$ cat config.mk
export PLATFORM = sky130hd
export DESIGN_NAME = fetch_unpack
export DESIGN_NICKNAME = d
export VERILOG_FILES = /design/src/rtl/fetch_unpack_pkg.sv /design/src/rtl/fetch_unpack.sv
export SDC_FILE = /design/constraint.sdc
export NUM_CORES = 1
export LEC_CHECK = 0
export CAP_MARGIN = 10
export CORE_MARGIN = 2
export CORE_UTILIZATION = 45
export CTS_BUF_LIST = sky130_fd_sc_hd__clkbuf_16
export DETAILED_ROUTE_END_ITERATION = 8
export PLACE_DENSITY_LB_ADDON = 0.05
export RECOVER_POWER = 100
export SLEW_MARGIN = 20
export SYNTH_ARGS = -nofsm -noshare
export SYNTH_HDL_FRONTEND = slang
export SYNTH_SLANG_ARGS = --single-unit
$ cat constraint.sdc
create_clock -name clk_i -period 3.7 [get_ports clk_i]
set_input_delay 0.74 -clock clk_i [delete_from_list [all_inputs] [get_ports clk_i]]
set_output_delay 0.74 -clock clk_i [all_outputs]
set_load 0.01 [all_outputs]
$ cat src/rtl/fetch_unpack_pkg.sv
// Shared widths, slot-mask encodings and the value presented for a faulted fetch.
package fetch_unpack_pkg;

   localparam int BUNDLE_W = 64;
   localparam int INSTR_W  = 32;

   // Slot-valid mask of the buffered bundle: bit0 = slot0 (low word), bit1 = slot1 (high word).
   typedef enum logic [1:0] {
      MASK_EMPTY   = 2'b00,
      MASK_LO_ONLY = 2'b01,
      MASK_HI_ONLY = 2'b10,
      MASK_BOTH    = 2'b11
   } slot_mask_e;

   localparam logic [INSTR_W-1:0] FAULT_INSTR = 32'h0;

endpackage

$ cat src/rtl/fetch_unpack.sv
// Splits an 8-byte fetch bundle into two 32-bit instructions, one per cycle.
// A single registered bundle is held; its slot-valid mask drives the sequencing.
//
//   mask    | meaning
//   --------+----------------------------------------------
//   EMPTY   | nothing buffered, ready for a new bundle
//   BOTH    | slot0 and slot1 pending, slot0 presented
//   HI_ONLY | only slot1 pending (consumed slot0 or entered at +4)
//   LO_ONLY | only slot0 pending (predicted taken or faulted)
import fetch_unpack_pkg::*;

module fetch_unpack #(
   parameter bit SUPPORT_PRED = 1'b1
) (
   input  logic                clk_i,
   input  logic                rst_i,

   input  logic                fetch_valid_i,
   input  logic [BUNDLE_W-1:0] fetch_instr_i,
   input  logic [31:0]         fetch_pc_i,
   input  logic [1:0]          fetch_pred_branch_i,
   input  logic                fetch_fault_fetch_i,
   input  logic                fetch_fault_page_i,
   output logic                fetch_accept_o,

   input  logic                branch_request_i,
   input  logic [31:0]         branch_pc_i,

   output logic                out_valid_o,
   output logic [INSTR_W-1:0]  out_instr_o,
   output logic [31:0]         out_pc_o,
   output logic                out_pred_branch_o,
   output logic                out_fault_fetch_o,
   output logic                out_fault_page_o,
   input  logic                out_accept_i
);

   logic [BUNDLE_W-1:0] data_q, data_d;
   logic [31:3]         pc_q, pc_d;
   logic [1:0]          pred_q, pred_d;
   logic                fault_fetch_q, fault_fetch_d;
   logic                fault_page_q, fault_page_d;
   slot_mask_e          mask_q, mask_d;
   logic                skip_q, skip_d;

   logic                slot_sel;
   logic                one_valid;
   logic                load;
   logic [1:0]          load_mask;

   // Only the bundle-aligned part of the fetch PC and the slot bit of the redirect matter.
   logic                unused_pc_bits;
   assign unused_pc_bits = ^{fetch_pc_i[2:0], branch_pc_i[31:3], branch_pc_i[1:0]};

   // Presentation side: lowest pending slot drives the outputs straight from registers.
   always_comb begin
      slot_sel          = (mask_q == MASK_HI_ONLY);
      one_valid         = (mask_q == MASK_LO_ONLY) || (mask_q == MASK_HI_ONLY);
      out_valid_o       = (mask_q != MASK_EMPTY);
      out_instr_o       = (fault_fetch_q || fault_page_q) ? FAULT_INSTR :
                          (slot_sel ? data_q[63:32] : data_q[31:0]);
      out_pc_o          = {pc_q, slot_sel, 2'b00};
      out_pred_branch_o = pred_q[slot_sel];
      out_fault_fetch_o = fault_fetch_q;
      out_fault_page_o  = fault_page_q;
      // A new bundle may enter when empty, or when the last pending slot leaves this cycle.
      fetch_accept_o    = !branch_request_i &&
                          ((mask_q == MASK_EMPTY) || (one_valid && out_valid_o && out_accept_i));
      load              = fetch_valid_i && fetch_accept_o;
   end

   // Next-state: consume, then load overrides, then redirect overrides everything.
   always_comb begin
      data_d        = data_q;
      pc_d          = pc_q;
      pred_d        = pred_q;
      fault_fetch_d = fault_fetch_q;
      fault_page_d  = fault_page_q;
      mask_d        = mask_q;
      skip_d        = skip_q;

      // Redirect into the upper word skips slot0; a taken slot0 makes slot1 dead;
      // a faulted bundle carries only its first slot.
      load_mask = skip_q ? 2'b10 : 2'b11;
      if (SUPPORT_PRED && !skip_q && fetch_pred_branch_i[0]) begin
         load_mask = 2'b01;
      end
      if (fetch_fault_fetch_i || fetch_fault_page_i) begin
         load_mask = skip_q ? 2'b10 : 2'b01;
      end

      if (out_valid_o && out_accept_i) begin
         mask_d = slot_mask_e'(mask_q & (slot_sel ? 2'b01 : 2'b10));
      end

      if (load) begin
         data_d        = fetch_instr_i;
         pc_d          = fetch_pc_i[31:3];
         pred_d        = SUPPORT_PRED ? fetch_pred_branch_i : 2'b00;
         fault_fetch_d = fetch_fault_fetch_i;
         fault_page_d  = fetch_fault_page_i;
         mask_d        = slot_mask_e'(load_mask);
         skip_d        = 1'b0;
      end

      if (branch_request_i) begin
         mask_d = MASK_EMPTY;
         skip_d = branch_pc_i[2];
      end
   end

   // Buffer registers with synchronous reset.
   always_ff @(posedge clk_i) begin
      if (rst_i) begin
         data_q        <= '0;
         pc_q          <= '0;
         pred_q        <= '0;
         fault_fetch_q <= 1'b0;
         fault_page_q  <= 1'b0;
         mask_q        <= MASK_EMPTY;
         skip_q        <= 1'b0;
      end else begin
         data_q        <= data_d;
         pc_q          <= pc_d;
         pred_q        <= pred_d;
         fault_fetch_q <= fault_fetch_d;
         fault_page_q  <= fault_page_d;
         mask_q        <= mask_d;
         skip_q        <= skip_d;
      end
   end

endmodule

run_1/met1.png
Scale: 4 px per um. Supply wires on this layer in gray. Cells faint in the background.
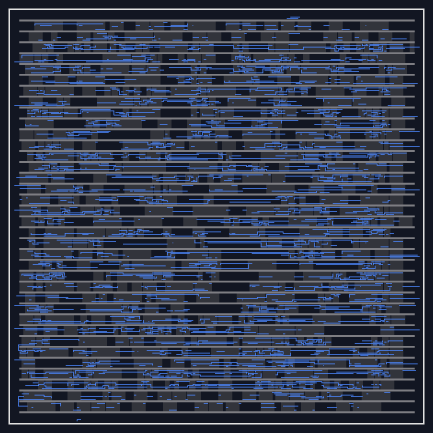
share of all routed wire	42%
longest straight run	30.4 um
nets with wire on the layer	680
wire length on this layer	5370 um
main direction	horizontal
met1 track demand over resource in global routing: 29.5%
final routed wirelength across all metal layers: 12.7 mm

run_1/met2.png
Scale: 4 px per um.
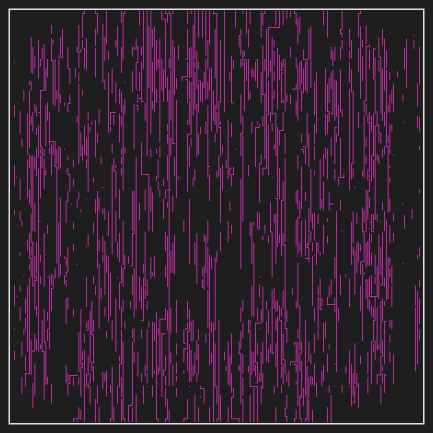
longest straight run	73.8 um
main direction	vertical
nets with wire on the layer	630
share of all routed wire	48%
wire length on this layer	6080 um
met2 track utilization from global routing: 38.7%
routed via count: 4395

==> design notes, run 1 <==
The buffer_ports step reported a buffer count of 169. Counting instances in the post-synthesis netlist gives the leading cell types as dfxtp_1, a21oi_1, nand3_1, o21ai_0. For the setup slack after placement, the log shows 0.760 ns.

The run gives 0.975 mW as the power drawn by the clock network. The worst-case reg-to-reg setup slack stands at 0.76 ns. Per report_power, the clock group accounts for 38.4% of the total. In the hold report, the worst path ends at pc_q[31]. For the required time of the critical path, the log shows 2.96 ns. With the flip-flop count of the largest register, all copies and words added at 64, the routed length on met3 is 1.07 mm.

Of all nets on the critical path, the largest fanout is 22. For reference, the most critical setup path is categorized as reg2out. The worst pin sits at a relative slew slack of -29.5%.

For reference, the mux area share after synthesis is 7.70%. The checks that failed: capacitance limit, slew limit. The global routing stage identified its most utilized layer as met2. The boundary pin count was 206; the max capacitance violation total was 2. With the fraction of layout instances using a drive strength above 1 at 3.86%, the power in sequential cells is 1.15 mW. The run gives 33.0% for the combinational share of cell area. Global routing used 23.9% of the available tracks across all layers. Layout overhead on the synthesized area: 43.3%. The tools report the sum of negative setup slack as 0 ns. The final core utilization came out at 65.6%.

With the proportion of synthesized flip-flops having asynchronous set or reset at 0%, the power consumed by combinational cells is 0.412 mW. Per the synthesis report, the simple-gate share of the synthesized area is 15.0%. The tools report the arrival time at the worst endpoint as 2.51 ns. The worst-case clock buffer depth is 2, and the logic depth of the worst path, buffers included is 5.

With the length of the first detailed-routing pass in iterations at 4, the number of slew-limit violations in the final report is 104. For the maximum VDD drop, the log shows 0.226 mV. The type of the tightest min-delay check is reg2reg. Setup repair after global routing left no endpoint under its margin. For this run the aggregate overflow at the end of global routing stands at 0. The skew report gives the latency at the later pin of the worst-skew pair as 0.34 ns. The inverter tally of the final layout excluding the clock network works out to 3. Yosys reports a chip area of 4430 um^2. Wire segments on met2 add up to 6.08 mm in the final route. Counting plain and timing-repair buffers in the layout gives 176. With the count of unique library cells instantiated by Yosys at 26, the number of clock buffers in the layout is 9.

After floorplanning, the core was divided into 36 placement rows. The critical path launch point was mask_q[0]. Final cycle utilization of the critical path: 87.9%.

The run gives 860 as the number of fill cells. The highest-power group is sequential cells. Number of well taps: 133. Sorting the synthesized cells by area gives the leading types as dfxtp_1, a21oi_1, nand3_1. After detailed routing, the number of vias per cell comes to 5.45.

In the final design database the tool counted 808 nets. The run finished, with violations left. Of the post-synthesis cell area, the dominant cell type holds 45.1%. dfxtp_1 takes more of the synthesized area than any other cell. With the total inserted antenna cells at 0, the largest net degree at the start of global routing is 101. Once layout is complete, the cells apart from fillers number 806. The run gives 0.00918 ns for the maximum clock skew at final layout. Per the layout area report, the combinational gate area comes to 2100 um^2.

After Yosys synthesis, AND-OR and OR-AND compound gates account for 23.1% of the synthesized area. The most common flop cell mapped by yosys was dfxtp_1. Across all hold checks on the routed design, the worst slack comes to 0.471 ns. The report puts the cell count of the worst reg-to-reg path at 5. In this build the clock could be raised as far as 307 MHz.

Initial antenna violation count: 0. The clock-cell share of area came out at 4.87%. Per STA, the worst path is made up of inv_1, ha_2, buf_12, mux2_2, dlygate4sd3_1. The startpoint identified for the worst register-to-register timing path is mask_q[0]. Floorplan die width: 103 um.

The tools report the number of setup buffers added after CTS as 0. The clock tree has to reach 100 sinks. The number of cells after detailed placement came out at 790. Among cell families on the critical path, the largest total delay comes from buffers and inverters. Final sequential cell count: 100. Note, the detailed placer reported a final HPWL of 7.78 mm. TritonCTS built the clock tree.

STA classifies the critical path startpoint as a flop. The uppermost layer routed was met4. In this design, the stage delay of the slowest critical-path cell is 0.61 ns. The run gives 3 for the number of buffer and inverter stages on the critical path. In the final report, the number of hold violations comes to 0. The run gives 0 as the setup-violating endpoint count in the final report. The power per cell area is 400 nW/um^2. After routing the design area is 6350 um^2. For the worst min-delay path, the startpoint reported by OpenROAD is pc_q[31].

The report gives the cell count of the worst hold path as 2. The synthesized area divided by synthesized cell count was 8.12 um^2. The number of synthesis warnings is 0, and the number of synthesized flops with an enable pin is 0. The die is 103 um tall. 378 cells are multi-input combinational gates.

The logs give 0.618 mW for the reported net switching power and 45.8% for the floorplan-stage core utilization. The report lists the number of cells resized after CTS as 0. The smallest clock period supported by the final layout is computed as 3.25 ns.
run_1/met3.png
Scale: 6 px per um. Cells faint in the background.
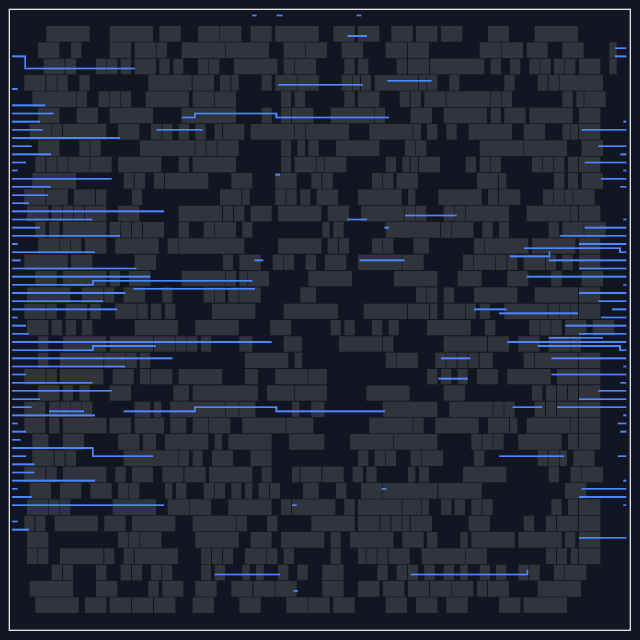
main direction	horizontal
longest straight run	43.0 um
wire length on this layer	1070 um
nets with wire on the layer	111
share of all routed wire	8.4%
met3 track utilization from global routing: 8.87%

--- run 2 (diff from run 1) ---
Settings changed: SLEW_MARGIN 20 to 25.
run_2/met4.png
Scale: 4 px per um. Supply wires on this layer in gray. Cells faint in the background.
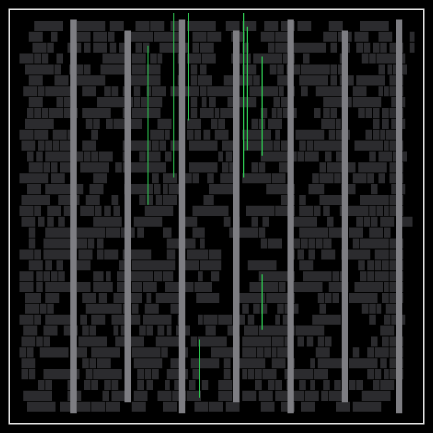
share of all routed wire	1.8%
longest straight run	40.8 um
wire length on this layer	231 um
routed via count: 4386
final routed wirelength across all metal layers: 12.6 mm

==> run 2 against run 1 <==
The run still ends with capacitance limit, slew limit left. Sequential cell count unchanged. Worst hold slack about the same. Combinational power about the same. Critical path type unchanged. Largest cell class unchanged. Sequential power about the same. Clock-buffer cell count unchanged. Synthesized area unchanged. Fmax increased by 0.37%. Largest power group unchanged. Final area about the same. Cell count unchanged.
==> design notes, run 2 <==
The startpoint of the worst-slack reg-to-reg timing path is mask_q[0] (unchanged). Cell breakdown of the critical path: inv_1, ha_2, buf_12, mux2_2, dlygate4sd3_1 (unchanged). The via density per instance came out at 5.44 (was 5.45).

The run gives 0 ns (unchanged) as the sum of negative setup slack. With the maximum fanout encountered on the critical timing path at 22 (unchanged), the insertion delay at the late pin of the worst-skew pair is 0.34 ns (about the same). The tools report the final design area excluding fillers as 6360 um^2 (was 6350 um^2). With the setup-violating endpoint count in the final report at 0 (unchanged), the worst reg2reg path depth is 5 (unchanged). The number of instances on the worst hold path was 2 (unchanged). The number of slew-limit violations in the final report is 60 (was 104). The initial antenna violation count was 0 (unchanged); the boundary pin count was 206 (unchanged).

The power drawn by the clock network came out at 0.976 mW (was 0.975 mW). The classification of the worst setup path is reg2out (unchanged). The maximum VDD drop came out at 0.227 mV (was 0.226 mV). The logs give 0.471 ns (about the same) for the worst slack on hold paths and 65.6% (about the same) for the final core utilization.

The critical path startpoint category is a flop (unchanged). The summed standard-cell area reported by yosys was 4430 um^2 (unchanged); the number of synthesized flops with an enable pin was 0 (unchanged). The logs give 7.78 mm (unchanged) for the post-detailed-placement half-perimeter wirelength and 100 (unchanged) for the final sequential cell count. Final cycle utilization of the critical path: 87.6% (was 87.9%). With the combinational share of cell area at 33.0% (about the same), the worst-case clock buffer depth is 2 (unchanged).

The run gives 101 (unchanged) for the largest net degree at the start of global routing. The run gives 15.0% (unchanged) for the simple-gate portion of the synthesized area. The time the final worst path needs with I/O delays and setup came out at 3.24 ns (was 3.25 ns). The clock share of power came out at 38.4% (about the same). The run gives 0.412 mW (about the same) for the power consumed by combinational cells. The count of unique library cells instantiated by Yosys was 26 (unchanged).

Proportion of synthesized flip-flops having asynchronous set or reset: 0% (unchanged). For the total number of multi-input combinational cells, the log shows 378 (unchanged). The tools report the capture endpoint of the worst hold path as pc_q[31] (unchanged). The run gives 36 (unchanged) as the placement row count. The global-route layer with the greatest usage is met2 (unchanged). The uppermost layer routed was met4 (unchanged). The maximum single-stage delay on the critical path came out at 0.61 ns (about the same). The highest clock frequency the design can meet is 309 MHz (was 307 MHz), and the layout overhead on the synthesized area is 43.3% (about the same). Length of the first detailed-routing pass in iterations: 4 (unchanged). Highest-power group: sequential cells (unchanged).

Flip-flop count of the largest register, all copies and words added: 64 (unchanged). The max capacitance violation total was 1 (was 2). The reported net switching power was 0.618 mW (about the same).

The die outline height came out at 103 um (unchanged). Floorplan die width: 103 um (unchanged). Most area-consuming cells after synthesis: dfxtp_1, a21oi_1, nand3_1 (unchanged). The tools report the number of synthesis warnings as 0 (unchanged). The non-clock buffer total of the final layout was 176 (unchanged); the share of synthesized area spent on multiplexers was 7.70% (unchanged). The number of fill cells came out at 859 (was 860).

The logs give 8.87% (unchanged) for the met3 demand-to-capacity share in global routing and 0 (unchanged) for the number of setup buffers added after CTS. The logs give 9 (unchanged) for the number of clock buffers in the layout and 0 (unchanged) for the number of hold-slack violations in the final timing report. The number of buffer and inverter stages on the critical path is 3 (unchanged). The run finished, with violations left.

The routed length on met3 came out at 1.12 mm (was 1.07 mm). With the normalized max-slew margin at -28.9% (was -29.5%), the number of sinks handled by clock tree synthesis is 100 (unchanged). The run gives 2100 um^2 (unchanged) as the area occupied by multi-input gates. Most frequent cells after synthesis: dfxtp_1, a21oi_1, nand3_1, o21ai_0 (unchanged). Setup repair after global routing left no endpoint under its margin. The logic depth of the worst path, buffers included was 5 (unchanged). The post-cts repair resize count was 0 (unchanged); the power per cell area was 399 nW/um^2 (was 400 nW/um^2).

The most common flop cell mapped by yosys was dfxtp_1 (unchanged). The gate family responsible for the most delay along the worst path was buffers and inverters (unchanged). The number of well taps is 133 (unchanged). Synthesized area divided by synthesized cell count: 8.12 um^2 (unchanged). For the global-route met1 utilization, the log shows 29.5% (unchanged). The count of placed standard cells in the final layout, fillers left out came out at 806 (unchanged). Failing checks: capacitance limit, slew limit (unchanged). The run gives 0.77 ns (was 0.76 ns) as the worst reg-to-reg setup slack. TritonCTS built the clock tree. The arrival time at the worst endpoint was 2.50 ns (was 2.51 ns). The required time of the critical path came out at 2.96 ns (about the same).
run_2/met2.png
Scale: 4 px per um.
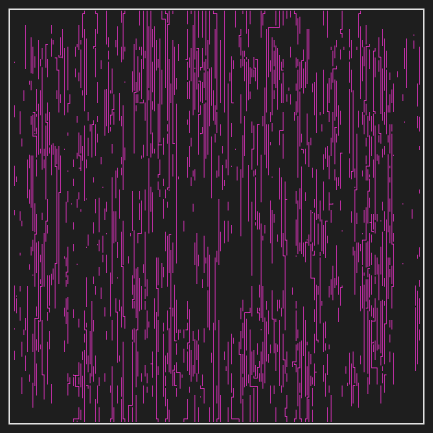
wire length on this layer	5930 um
longest straight run	39.8 um

--- run 3 (diff from run 2) ---
Settings changed: CELL_PAD_IN_SITES_DETAIL_PLACEMENT set to 0, CELL_PAD_IN_SITES_GLOBAL_PLACEMENT set to 1, CORE_UTILIZATION 45 to 31.
run_3/met1.png
Scale: 4 px per um. Supply wires on this layer in gray. Cells faint in the background.
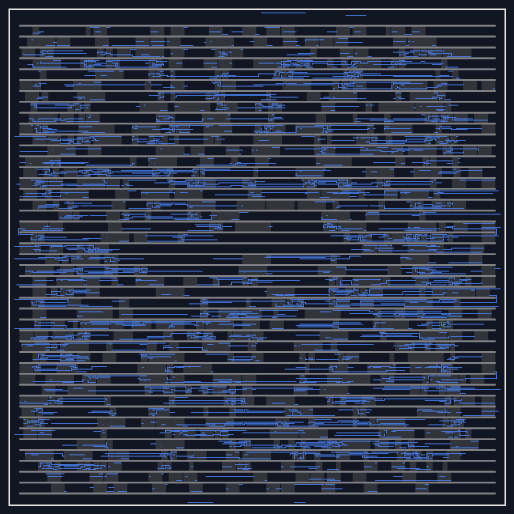
longest straight run	35.0 um
wire length on this layer	6440 um
share of all routed wire	46%
nets with wire on the layer	673
final routed wirelength across all metal layers: 14.1 mm
routed via count: 4440
met1 track demand over resource in global routing: 23.8%

==> run 3 against run 2 <==
The flow still finishes with violations (capacitance limit, slew limit). Combinational power grew 2%. Clock-buffer cell count is the same. Clock skew shrank 0.0012 ns. Sequential cell count is the same. Register-to-register slack lost 0.05 ns. Power shrank 4.3%. Clock power shrank 12%. Worst hold slack lost 0.0015 ns. Cell count grew 6.2%. Via count grew 1.2%. First-iteration DRC count grew 140%. Synthesized cell count is the same.
==> design notes, run 3 <==
The run gives 2.43 mW (was 2.54 mW) for the post-layout total power. Largest family of logic cells by area: AND-OR/OR-AND gates (unchanged). The run gives 9 (unchanged) as the number of clock buffers inserted by TritonCTS. The most instantiated library cell after synthesis was dfxtp_1 (unchanged). The run gives 100 (unchanged) for the synthesized flop and latch total. The stage-log warning count was 66 (unchanged). Most common flop cell mapped by yosys: dfxtp_1 (unchanged). The clock-cell share of area came out at 4.07% (was 4.86%). Highest-power group: sequential cells (unchanged). The global routing met2 resource utilization was 29.8% (was 38.7%); the largest net degree at the start of global routing was 101 (unchanged).

The logic depth of the worst path, buffers included came out at 6 (was 5). The required time of the critical path came out at 2.96 ns (about the same). The critical path startpoint category is a flop (unchanged).

Type of the tightest min-delay check: reg2reg (unchanged). The reported net switching power is 0.645 mW (was 0.618 mW), and the number of slew-limit violations in the final report is 156 (was 60). The power per cell area works out to 380 nW/um^2 (was 399 nW/um^2). The root buffer cell is clkbuf_16 (unchanged). With the number of nets in the final layout at 811 (was 808), the sequential cell area share is 31.3% (was 31.5%). For the power consumed by combinational cells, the log shows 0.420 mW (was 0.412 mW). The floorplan-stage core utilization was 31.8% (was 45.8%); the post-synthesis cell count was 546 (unchanged). With the non-clock buffer contribution to total cell area at 28.2% (was 27.9%), the final core utilization is 45.9% (was 65.6%). The tools report the internal power as 1.78 mW (was 1.92 mW). Gate family responsible for the most delay along the worst path: buffers and inverters (unchanged). The tools report the startpoint of the worst-slack reg-to-reg timing path as mask_q[0] (unchanged). The final design area excluding fillers is 6390 um^2 (was 6360 um^2), and the fraction of layout instances using a drive strength above 1 is 4.29% (was 3.86%). The global-route layer with the greatest usage is met2 (unchanged).

The number of buffers added on ports is 169 (unchanged). The maximum clock skew at final layout is 0.00789 ns (was 0.00914 ns), and the share of total power in sequential cells is 47.4% (was 45.4%). The capturing instance or port of the critical path is out_instr_o[12] (was out_pred_branch_o).

Count of placed standard cells in the final layout, fillers left out: 856 (was 806). The switching part of the total is 26.5% (was 24.3%), and the slack of the critical path is 0.455 ns (was 0.459 ns). The area share of fa/ha/maj cells after synthesis came out at 0.847% (unchanged).

With the worst reg-to-reg setup slack at 0.72 ns (was 0.77 ns), the routed length on met3 is 1.07 mm (was 1.12 mm). The time the final worst path needs with I/O delays and setup is 3.24 ns (about the same). The total number of multi-input combinational cells was 378 (unchanged).

Most area-consuming cells after synthesis: dfxtp_1, a21oi_1, nand3_1 (unchanged). The post-detailed-placement half-perimeter wirelength came out at 8.65 mm (was 7.78 mm). The number of DRC violations after detailed routing is 0 (unchanged), and the area share of the largest cell type after synthesis is 45.1% (unchanged). The floorplan die width is 124 um (was 103 um). Most common logic cells in the final layout: clkdlybuf4s50_1, dfxtp_1, a21oi_1 (was clkdlybuf4s50_1, dfxtp_1, nand3_1, o21ai_0, a21oi_1). For the number of setup buffers added after CTS, the log shows 0 (unchanged). Critical path launch point: mask_q[0] (unchanged).

Largest registers: data_q x64, pc_q x29 (unchanged). The number of sinks handled by clock tree synthesis was 100 (unchanged); the portion of the post-synthesis area used by sequential elements was 45.1% (unchanged). For the worst-case clock buffer depth, the log shows 2 (unchanged). The uppermost layer routed was met4 (unchanged). The clock-pin slew of the registers on the worst-case setup and hold paths was 0.06 ns (was 0.07 ns). The worst reg2reg path depth works out to 6 (was 5). The count of unique library cells instantiated by Yosys is 26 (unchanged), and the combinational share of cell area is 32.7% (was 33.0%). The number of clock buffers in the layout was 9 (unchanged); the number of cells after detailed placement was 840 (was 790).

The worst slack on hold paths was 0.470 ns (was 0.471 ns). Maximum VDD drop: 0.221 mV (was 0.227 mV). The arrival time at the worst endpoint was 2.50 ns (about the same). The number of synthesized flops with an enable pin is 0 (unchanged). TritonCTS built the clock tree. The run gives 0 (unchanged) for the total grt overflow. Failing checks: capacitance limit, slew limit (unchanged). The run gives 0 (unchanged) as the total inserted antenna cells. The static leakage power came out at 2.36 nW (was 2.37 nW). Maximum single-stage delay on the critical path: 0.63 ns (was 0.61 ns). Inverter tally of the final layout excluding the clock network: 3 (unchanged). The flow ran to the end, but the final reports show violations.

The run gives 0% (unchanged) for the xor/xnor share of the synthesized area. The proportion of synthesized flip-flops having asynchronous set or reset works out to 0% (unchanged). The area occupied by multi-input gates was 2090 um^2 (was 2100 um^2); the final routed wire length divided by cell count was 16.5 um (was 15.7 um). The final antenna-violating net count came out at 0 (unchanged). For the insertion delay at the late pin of the worst-skew pair, the log shows 0.35 ns (was 0.34 ns).

The tools report the CTS H-tree depth as 3 (unchanged). The final cycle utilization of the critical path works out to 87.7% (was 87.6%). The boundary pin count was 206 (unchanged); the number of hold-slack violations in the final timing report was 0 (unchanged).

The tools report the wire length of the first global-routing pass as 22.5 mm (was 20.2 mm). The highest-delay cell along the critical path was dlygate4sd3_1 (unchanged). The number of cells in the yosys synthesis report came out at 546 (unchanged). The simple-gate portion of the synthesized area is 15.0% (unchanged), and the number of fill cells is 1435 (was 859).

The maximum fanout encountered on the critical timing path was 14 (was 22); the die outline height was 124 um (was 103 um). Power drawn by the clock network: 0.858 mW (was 0.976 mW). The run gives 64 (unchanged) for the flip-flop count of the largest register, all copies and words added. The run gives 2 (unchanged) for the number of instances on the worst hold path. Capture endpoint of the worst hold path: pc_q[4] (was pc_q[31]). The setup-violating endpoint count in the final report came out at 0 (unchanged).

The non-clock buffer total of the final layout is 179 (was 176). The summed standard-cell area reported by yosys came out at 4430 um^2 (unchanged). Met2 wirelength from detailed routing: 6.48 mm (was 5.93 mm). The run gives 0 (unchanged) for the number of synthesis warnings. The run gives 0.711 (was 0.752) as the routability congestion estimate from global placement. Dominant kind of cell: logic gates (unchanged). The synthesized area divided by synthesized cell count is 8.12 um^2 (unchanged), and the share of synthesized cell area in and-or and or-and compound cells is 23.1% (unchanged). The tools report the highest clock frequency the design can meet as 308 MHz (was 309 MHz).

The number of buffer and inverter stages on the critical path works out to 3 (unchanged). The tools report the setup slack after placement as 0.845 ns (was 0.760 ns). Most frequent cells after synthesis: dfxtp_1, a21oi_1, nand3_1, o21ai_0 (unchanged). The power in sequential cells came out at 1.15 mW (about the same). The register area came out at 2000 um^2 (unchanged). The total routing usage reported by global routing is 18.7% (was 23.9%), and the length of the first detailed-routing pass in iterations is 4 (unchanged). The register ranked first by flip-flop count is data_q (unchanged). With the normalized max-slew margin at -26.2% (was -28.9%), the via density per instance is 5.19 (was 5.44).

Sum of negative setup slack: 0 ns (unchanged). The endpoint of the lowest-slack register-to-register path was data_q[26] (was mask_q[1]). The tools report the placement-stage cell area as 6150 um^2 (was 6050 um^2).

The share of synthesized area spent on multiplexers was 7.70% (unchanged). The critical hold path startpoint was pc_q[4] (was pc_q[31]). Setup repair after global routing left no endpoint under its margin. The max capacitance violation total is 2 (was 1), and the number of global-route vias before repair is 4412 (was 4217). The layout overhead on the synthesized area is 44.2% (was 43.3%). The classification of the worst setup path is reg2out (unchanged).

The logs give 297 (was 125) for the starting DRC count in detailed routing and 43 (was 36) for the placement row count. Clock share of power: 35.3% (was 38.4%). The initial antenna violation count was 0 (unchanged); the number of well taps was 180 (was 133).

The final sequential cell count is 100 (unchanged). Cell breakdown of the critical path: inv_1, ha_2, buf_4, mux2i_1, nor2_1, dlygate4sd3_1 (was inv_1, ha_2, buf_12, mux2_2, dlygate4sd3_1). The most area-hungry cell type in the Yosys netlist is dfxtp_1 (unchanged).

The post-cts repair resize count was 0 (unchanged). Critical path capture point type: an output port (unchanged). The run gives 0 (unchanged) as the quantity of hold-fixing buffers added after cts.

For the die area, the log shows 15300 um^2 (was 10700 um^2).
run_3/met3.png
Scale: 4 px per um. Cells faint in the background.
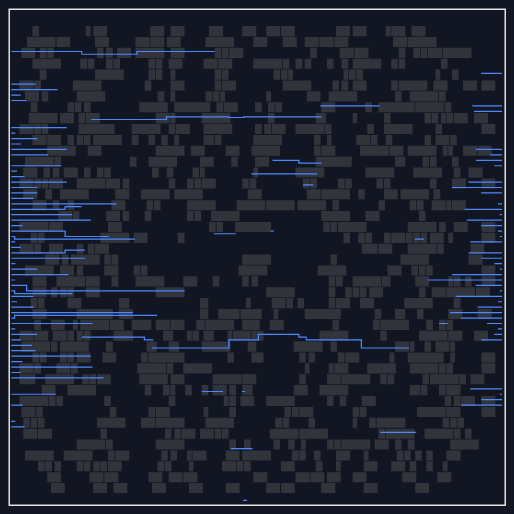
share of all routed wire	7.6%
main direction	horizontal
wire length on this layer	1070 um
longest straight run	39.3 um
met3 track utilization from global routing: 7.37%

Power is estimated from default activity; no workload was simulated.
